Clock routing:
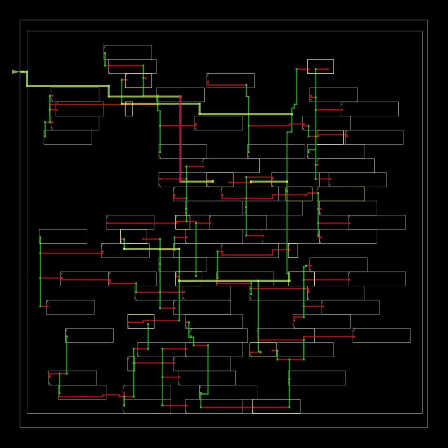
Sequential cells coloured by netlist name:
Bar = 20 um.
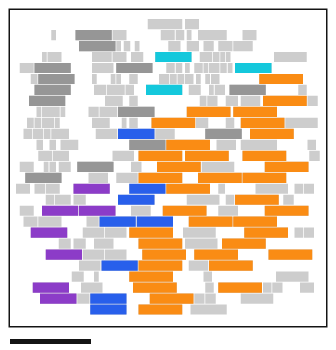
Cells coloured by class:
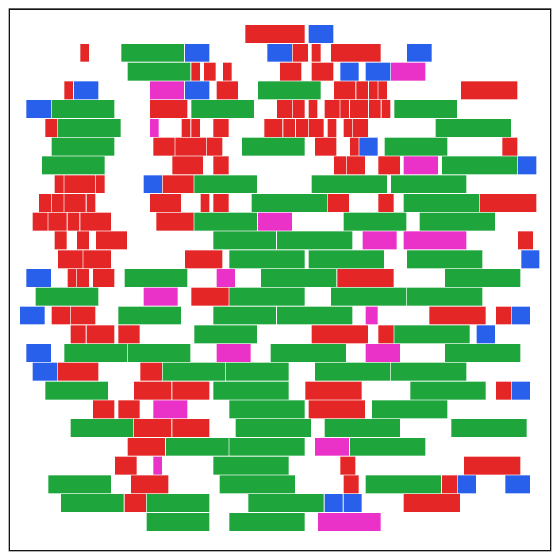
Drive-strength map:
Bar = 20 um.
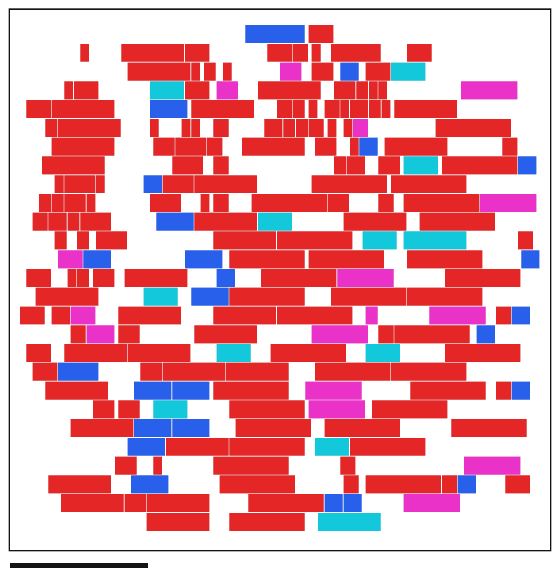
Clock network drawn from the DEF:
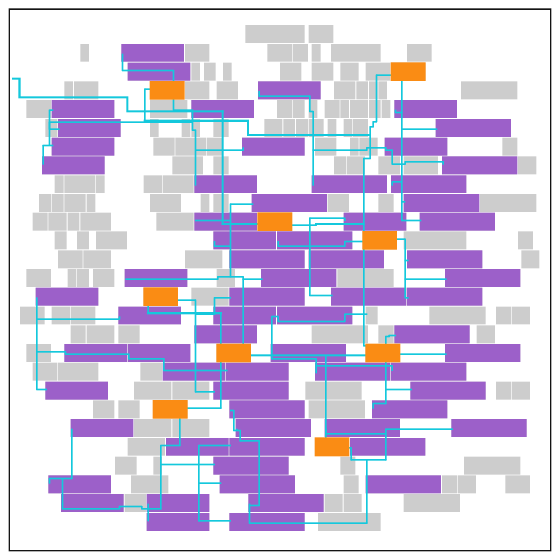
### src/rtl/serial_byte_receiver_if.sv
// Link/FIFO-side signal bundle for serial_byte_receiver.
// PARITY_CHECK_EN adds parity_err_o to the bundle.
interface serial_byte_receiver_if #(
    parameter int DEPTH = 4,
    parameter int CNT_W = $clog2(DEPTH) + 1
);
    logic             serial_in_i;
    logic             start_i;
    logic             enable_i;
    logic [7:0]       data_o;
    logic             sof_o;
    logic             valid_o;
    logic             ready_i;
    logic [CNT_W-1:0] level_o;
    logic             overflow_o;
    logic             frame_err_o;
    logic             clear_i;
    logic [1:0]       state_dbg;
`ifdef PARITY_CHECK_EN
    logic             parity_err_o;
`endif

    // Handshake: the head byte moves on any rising edge where valid_o && ready_i;
    // valid_o never depends on ready_i, and ready_i with valid_o=0 is a no-op.
    modport master (
        output serial_in_i, start_i, enable_i, ready_i, clear_i,
        input  data_o, sof_o, valid_o, level_o, overflow_o, frame_err_o, state_dbg
`ifdef PARITY_CHECK_EN
        , input parity_err_o
`endif
    );

    modport slave (
        input  serial_in_i, start_i, enable_i, ready_i, clear_i,
        output data_o, sof_o, valid_o, level_o, overflow_o, frame_err_o, state_dbg
`ifdef PARITY_CHECK_EN
        , output parity_err_o
`endif
    );
endinterface

### src/rtl/serial_byte_receiver.sv
// MSB-first serial deserialiser feeding a first-word-fall-through byte FIFO with SOF tags.
// Define PARITY_CHECK_EN for a 9th even-parity bit per byte and a sticky parity_err_o.
module serial_byte_receiver #(
    parameter int DEPTH = 4,
    parameter int CNT_W = $clog2(DEPTH) + 1
) (
    input  logic                  clk_i,
    input  logic                  rst_i,
    serial_byte_receiver_if.slave bus
);
    localparam int PTR_W = $clog2(DEPTH);

    typedef enum logic [1:0] {
        IDLE   = 2'd0,
        SHIFT  = 2'd1,
        PARITY = 2'd2
    } state_t;

    state_t     state;
    logic [2:0] bitcnt;
    logic [7:0] shift_reg;
    logic       sof_pending;
    logic       push_req;
    logic [7:0] push_data;
    logic       push_sof;
    logic       frame_err;
`ifdef PARITY_CHECK_EN
    logic       parity_err;
`endif

    always_ff @(posedge clk_i or posedge rst_i) begin
        if (rst_i) begin
            state       <= IDLE;
            bitcnt      <= 3'd0;
            shift_reg   <= 8'd0;
            sof_pending <= 1'b0;
            push_req    <= 1'b0;
            push_data   <= 8'd0;
            push_sof    <= 1'b0;
            frame_err   <= 1'b0;
`ifdef PARITY_CHECK_EN
            parity_err  <= 1'b0;
`endif
        end else begin
            push_req  <= 1'b0;
            frame_err <= 1'b0;
`ifdef PARITY_CHECK_EN
            if (bus.clear_i) parity_err <= 1'b0;
`endif
            if (bus.enable_i) begin
                if (bus.start_i) begin
                    // A start always begins a new frame; any bits collected so far are lost.
                    if ((state == SHIFT && bitcnt != 3'd0) || state == PARITY) frame_err <= 1'b1;
                    shift_reg   <= {7'd0, bus.serial_in_i};
                    bitcnt      <= 3'd1;
                    sof_pending <= 1'b1;
                    state       <= SHIFT;
                end else begin
                    case (state)
                        IDLE: ;
                        SHIFT: begin
                            bitcnt <= bitcnt + 3'd1;
                            if (bitcnt == 3'd7) begin
`ifdef PARITY_CHECK_EN
                                shift_reg   <= {shift_reg[6:0], bus.serial_in_i};
                                state       <= PARITY;
`else
                                push_req    <= 1'b1;
                                push_data   <= {shift_reg[6:0], bus.serial_in_i};
                                push_sof    <= sof_pending;
                                sof_pending <= 1'b0;
`endif
                            end else begin
                                shift_reg <= {shift_reg[6:0], bus.serial_in_i};
                            end
                        end
                        PARITY: begin
                            push_req    <= 1'b1;
                            push_data   <= shift_reg;
                            push_sof    <= sof_pending;
                            sof_pending <= 1'b0;
                            state       <= SHIFT;
`ifdef PARITY_CHECK_EN
                            if (^{shift_reg, bus.serial_in_i}) parity_err <= 1'b1;
`endif
                        end
                        default: state <= IDLE;
                    endcase
                end
            end
        end
    end

    logic [8:0]       mem [DEPTH];
    logic [PTR_W-1:0] wr_ptr;
    logic [PTR_W-1:0] rd_ptr;
    logic [CNT_W-1:0] count;
    logic             overflow;
    logic             full;
    logic             pop;
    logic             do_write;
    logic             drop;

    assign full     = (count == CNT_W'(DEPTH));
    assign pop      = (count != '0) && bus.ready_i;
    // A pop in the same cycle frees the slot, so a push into a full FIFO still lands.
    assign do_write = push_req && (!full || pop);
    assign drop     = push_req && full && !pop;

    always_ff @(posedge clk_i) begin
        if (do_write) mem[wr_ptr] <= {push_sof, push_data};
    end

    always_ff @(posedge clk_i or posedge rst_i) begin
        if (rst_i) begin
            wr_ptr   <= '0;
            rd_ptr   <= '0;
            count    <= '0;
            overflow <= 1'b0;
        end else begin
            if (do_write) wr_ptr <= wr_ptr + 1'b1;
            if (pop)      rd_ptr <= rd_ptr + 1'b1;
            case ({do_write, pop})
                2'b10:   count <= count + 1'b1;
                2'b01:   count <= count - 1'b1;
                default: count <= count;
            endcase
            if (drop)             overflow <= 1'b1;
            else if (bus.clear_i) overflow <= 1'b0;
        end
    end

    assign bus.valid_o             = (count != '0);
    assign {bus.sof_o, bus.data_o} = bus.valid_o ? mem[rd_ptr] : 9'd0;
    assign bus.level_o             = count;
    assign bus.overflow_o          = overflow;
    assign bus.frame_err_o         = frame_err;
    assign bus.state_dbg           = state;
`ifdef PARITY_CHECK_EN
    assign bus.parity_err_o        = parity_err;
`endif
endmodule

### src/flat_wrapper.sv
// flat-port wrapper written by rule: the top's interface ports become plain ports
module serial_byte_receiver_flat 
#(
    parameter int DEPTH = 4,
    parameter int CNT_W = $clog2(DEPTH) + 1
)
  (clk_i, rst_i, bus_serial_in_i, bus_start_i, bus_enable_i, bus_ready_i, bus_clear_i, bus_data_o, bus_sof_o, bus_valid_o, bus_level_o, bus_overflow_o, bus_frame_err_o, bus_state_dbg);
  serial_byte_receiver_if #(.DEPTH(DEPTH), .CNT_W(CNT_W)) bus_i ();
  input  logic clk_i;
  input  logic rst_i;
  input wire logic [$bits(bus_i.serial_in_i)-1:0] bus_serial_in_i;
  input wire logic [$bits(bus_i.start_i)-1:0] bus_start_i;
  input wire logic [$bits(bus_i.enable_i)-1:0] bus_enable_i;
  input wire logic [$bits(bus_i.ready_i)-1:0] bus_ready_i;
  input wire logic [$bits(bus_i.clear_i)-1:0] bus_clear_i;
  output wire logic [$bits(bus_i.data_o)-1:0] bus_data_o;
  output wire logic [$bits(bus_i.sof_o)-1:0] bus_sof_o;
  output wire logic [$bits(bus_i.valid_o)-1:0] bus_valid_o;
  output wire logic [$bits(bus_i.level_o)-1:0] bus_level_o;
  output wire logic [$bits(bus_i.overflow_o)-1:0] bus_overflow_o;
  output wire logic [$bits(bus_i.frame_err_o)-1:0] bus_frame_err_o;
  output wire logic [$bits(bus_i.state_dbg)-1:0] bus_state_dbg;
  assign bus_i.serial_in_i = bus_serial_in_i;
  assign bus_i.start_i = bus_start_i;
  assign bus_i.enable_i = bus_enable_i;
  assign bus_i.ready_i = bus_ready_i;
  assign bus_i.clear_i = bus_clear_i;
  assign bus_data_o = bus_i.data_o;
  assign bus_sof_o = bus_i.sof_o;
  assign bus_valid_o = bus_i.valid_o;
  assign bus_level_o = bus_i.level_o;
  assign bus_overflow_o = bus_i.overflow_o;
  assign bus_frame_err_o = bus_i.frame_err_o;
  assign bus_state_dbg = bus_i.state_dbg;
  serial_byte_receiver #(.DEPTH(DEPTH), .CNT_W(CNT_W)) u_core (.clk_i(clk_i), .rst_i(rst_i), .bus(bus_i));
endmodule
### config.mk
export PLATFORM = sky130hd
export DESIGN_NAME = serial_byte_receiver_flat
export DESIGN_NICKNAME = d
export VERILOG_FILES = /design/src/rtl/serial_byte_receiver_if.sv /design/src/rtl/serial_byte_receiver.sv /design/src/flat_wrapper.sv
export SDC_FILE = /design/constraint.sdc
export NUM_CORES = 1
export LEC_CHECK = 0
export CAP_MARGIN = 0
export CORE_UTILIZATION = 50
export CTS_CLUSTER_SIZE = 24
export DETAILED_ROUTE_END_ITERATION = 8
export PLACE_DENSITY = 0.67
export SYNTH_ARGS = -nofsm -noshare
export SYNTH_HDL_FRONTEND = slang
export SYNTH_SLANG_ARGS = --single-unit
### constraint.sdc
create_clock -name clk_i -period 3.7 [get_ports clk_i]
set_clock_uncertainty 0.15 [all_clocks]
set_input_delay 0.555 -clock clk_i [delete_from_list [all_inputs] [get_ports clk_i]]
set_output_delay 0.555 -clock clk_i [all_outputs]
set_load 0.1 [all_outputs]
==> run summary <==
Synthesis and place-and-route results.

- The biggest slice of the total power is consumed by combinational cells.
- For met3 alone, demand over resource in global routing was around 7.4%.
- After clock tree synthesis, the setup repair step added 0 buffers.
- Warnings reported by Yosys during synthesis add up to 0.
- The height of the die is approximately 78 um.
- Counting flops with a built-in enable in the synthesized netlist gives 36.
- The run finished with clean final reports.
- Setup slack on the worst reg-to-reg path comes out at roughly 1.3 ns.
- The worst slack at placement is just under 0.7 ns.
- STA classifies the critical path startpoint as a register.
- In the per-layer summary, the met1 wirelength comes to ~2100 um.
- Once detailed placement completed, the half-perimeter wirelength came to about 3300 um.
- The adder-cell share of the synthesized area is approximately 3.7%.
- The overall routed net length is ~4900 um.
- The clock-cell share of area is 6.185%.
- For the worst setup path, the data required time is 2.99 ns.
- The pin count of the biggest net entering global routing is 18.
- The share of layout cells above drive strength 1 is 24.65%.
- For met1 alone, demand over resource in global routing was 22.31%.
- Of all nets on the critical path, the largest fanout is 11.
- On met2, the global router reports a usage of approximately 29%.
- The final non-filler cell total is around 290.
- The logic share of the area is between 20% and 30%.
- The number of DRC markers in iteration 0 is 124.
- The cell family contributing the most delay on the critical path is buffers and inverters.
- The worst-case setup margin in the final layout is 0.5879 ns.
- The detail route stage leaves a number of antenna-violating nets equal to 0.
- The worst min-delay path startpoint is u_core.sof_pending.
- The compound-gate portion of the synthesized area is ~5.9%.
- Looking at the setup timing report, the critical path kind is register to output pin.
- The highest metal layer carrying signal wires in the routed design is met4.
- Post-route period utilization is reported as 84.11%.
- The class of the worst hold path is register to register.
- The post-synthesis cell area is slightly below 0.003 mm2.
- The die covers approximately 0.0061 mm2.
- The layout multi-input combinational cell count is slightly below 100.
- Looking at the gate-level netlist, the highest instance count belongs to sky130_fd_sc_hd__edfxtp_1.
- The number of global-route vias before repair was ~1500.
- The slowest stage of the critical path belongs to the cell sky130_fd_sc_hd__clkdlybuf4s50_1.
- STA lists the startpoint of the worst register-to-register path as u_core.bus.level_o[1].
- The proportion of synthesized area in mux cells is between 10% and 20%.
- The total combinational power is ~1200 uW.
- No sink is reached through more buffers than the 2 on the longest clock path.
- Using the TritonRoute via totals, the vias-per-cell ratio works out to approximately 5.3.
- The maximum ir drop on the vdd rail is approximately 0.54 mV.
- Among the non-sequential cells, multiplexers take the most area.
- After synthesis, the mean cell area works out to approximately 16 um2.
- The clock transition time at the flip-flop clock pins of the worst setup and hold paths is 0.07 ns.
- The dominant kind of cell by area is sequential cells.
- The cell type contributing the most total cell area after synthesis is sky130_fd_sc_hd__edfxtp_1.
- Per the synth log, the flip-flop and latch total comes to 67.
- CTS placed an instance of sky130_fd_sc_hd__clkbuf_8 at the clock tree root.
- The area fraction of the largest cell type after synthesis is a little under two fifths.
- Setup repair after global routing left no endpoint under its margin.
- For this design, the CTS-stage hold fixing added 0 buffers.
- Dividing total power by cell area gives a power density of a little over 800 mW/mm2.
- The weighted congestion at the end of routability-driven global placement is 0.8070.
- The placement report lists the number of port buffers as 22.
- The power report attributes to the combinational group a share of about two fifths.
- The critical path buffer and inverter count is 2.
- The number of antenna violations at the first check in global routing came to 0.
- The wire length on met2 is ~2500 um.
- For this design the total switching power over the nets is 1204 uW.
- The script extracted a total leakage power of 0.001412 uW.
- The minimum clock period after layout is roughly 3.1 ns.
- The layer flagged by global routing as most heavily used is met2.
- OpenSTA lists the critical path endpoint as bus_valid_o.
- Per the detail_route report, DRC violations left total 0.
Back to the opening pictures, 'clock routing':
CTS Buf Count: 9
worst skew pair latency: 0.34 ns
total number of sequential cells: 67
Clk power: 607 uW
number of clock-tree buffers in the layout: 13

Back to the opening pictures, 'sequential cells coloured by netlist name':
legend:
  u_core.bus.level_o:
    colour: cyan
    sequential_cells: 3
  u_core.shift_reg:
    colour: purple
    sequential_cells: 7
  u_core.push_data:
    colour: blue
    sequential_cells: 8
  u_core.mem:
    colour: orange
    sequential_cells: 36
not coloured: 13
fraction of area in registers: 55.29%
sequential cell area in the final layout: 0.001857 mm2
final core utilization: 60.25%
Seq power: 997 uW

Back to the opening pictures, 'cells coloured by class':
legend:
  flip-flops:
    colour: green
    cells: 67
  all other logic:
    colour: red
    cells: 108
  clock drivers and dummy loads:
    colour: magenta
    cells: 16
  other buffers and delay cells:
    colour: blue
    cells: 24
Core Box Area: 0.005574 mm2
Final Instance Area: 0.003358 mm2
FP Rows: 27

Back to the opening pictures, 'drive-strength map':
legend:
  drive 6 and up:
    colour: cyan
    cells: 12
    share: 5.6%
  drive 3 to 4:
    colour: blue
    cells: 25
    share: 12%
  drive 1 or less:
    colour: red
    cells: 162
    share: 75%
  drive 2:
    colour: magenta
    cells: 16
    share: 7.4%
number of non-clock buffers: 24
Area growth, synth to finish: 15.39%

Back to the opening pictures, 'clock network drawn from the DEF':
legend:
  cells driving clock nets:
    colour: orange
    count: 9
  clock wires:
    colour: cyan
    length: 799 um
  flip-flops:
    colour: purple
    count: 67
flops lie: spread over the die
Clock power frac: 22.0%

No activity file was given, so power comes from the tool's default toggle rates.
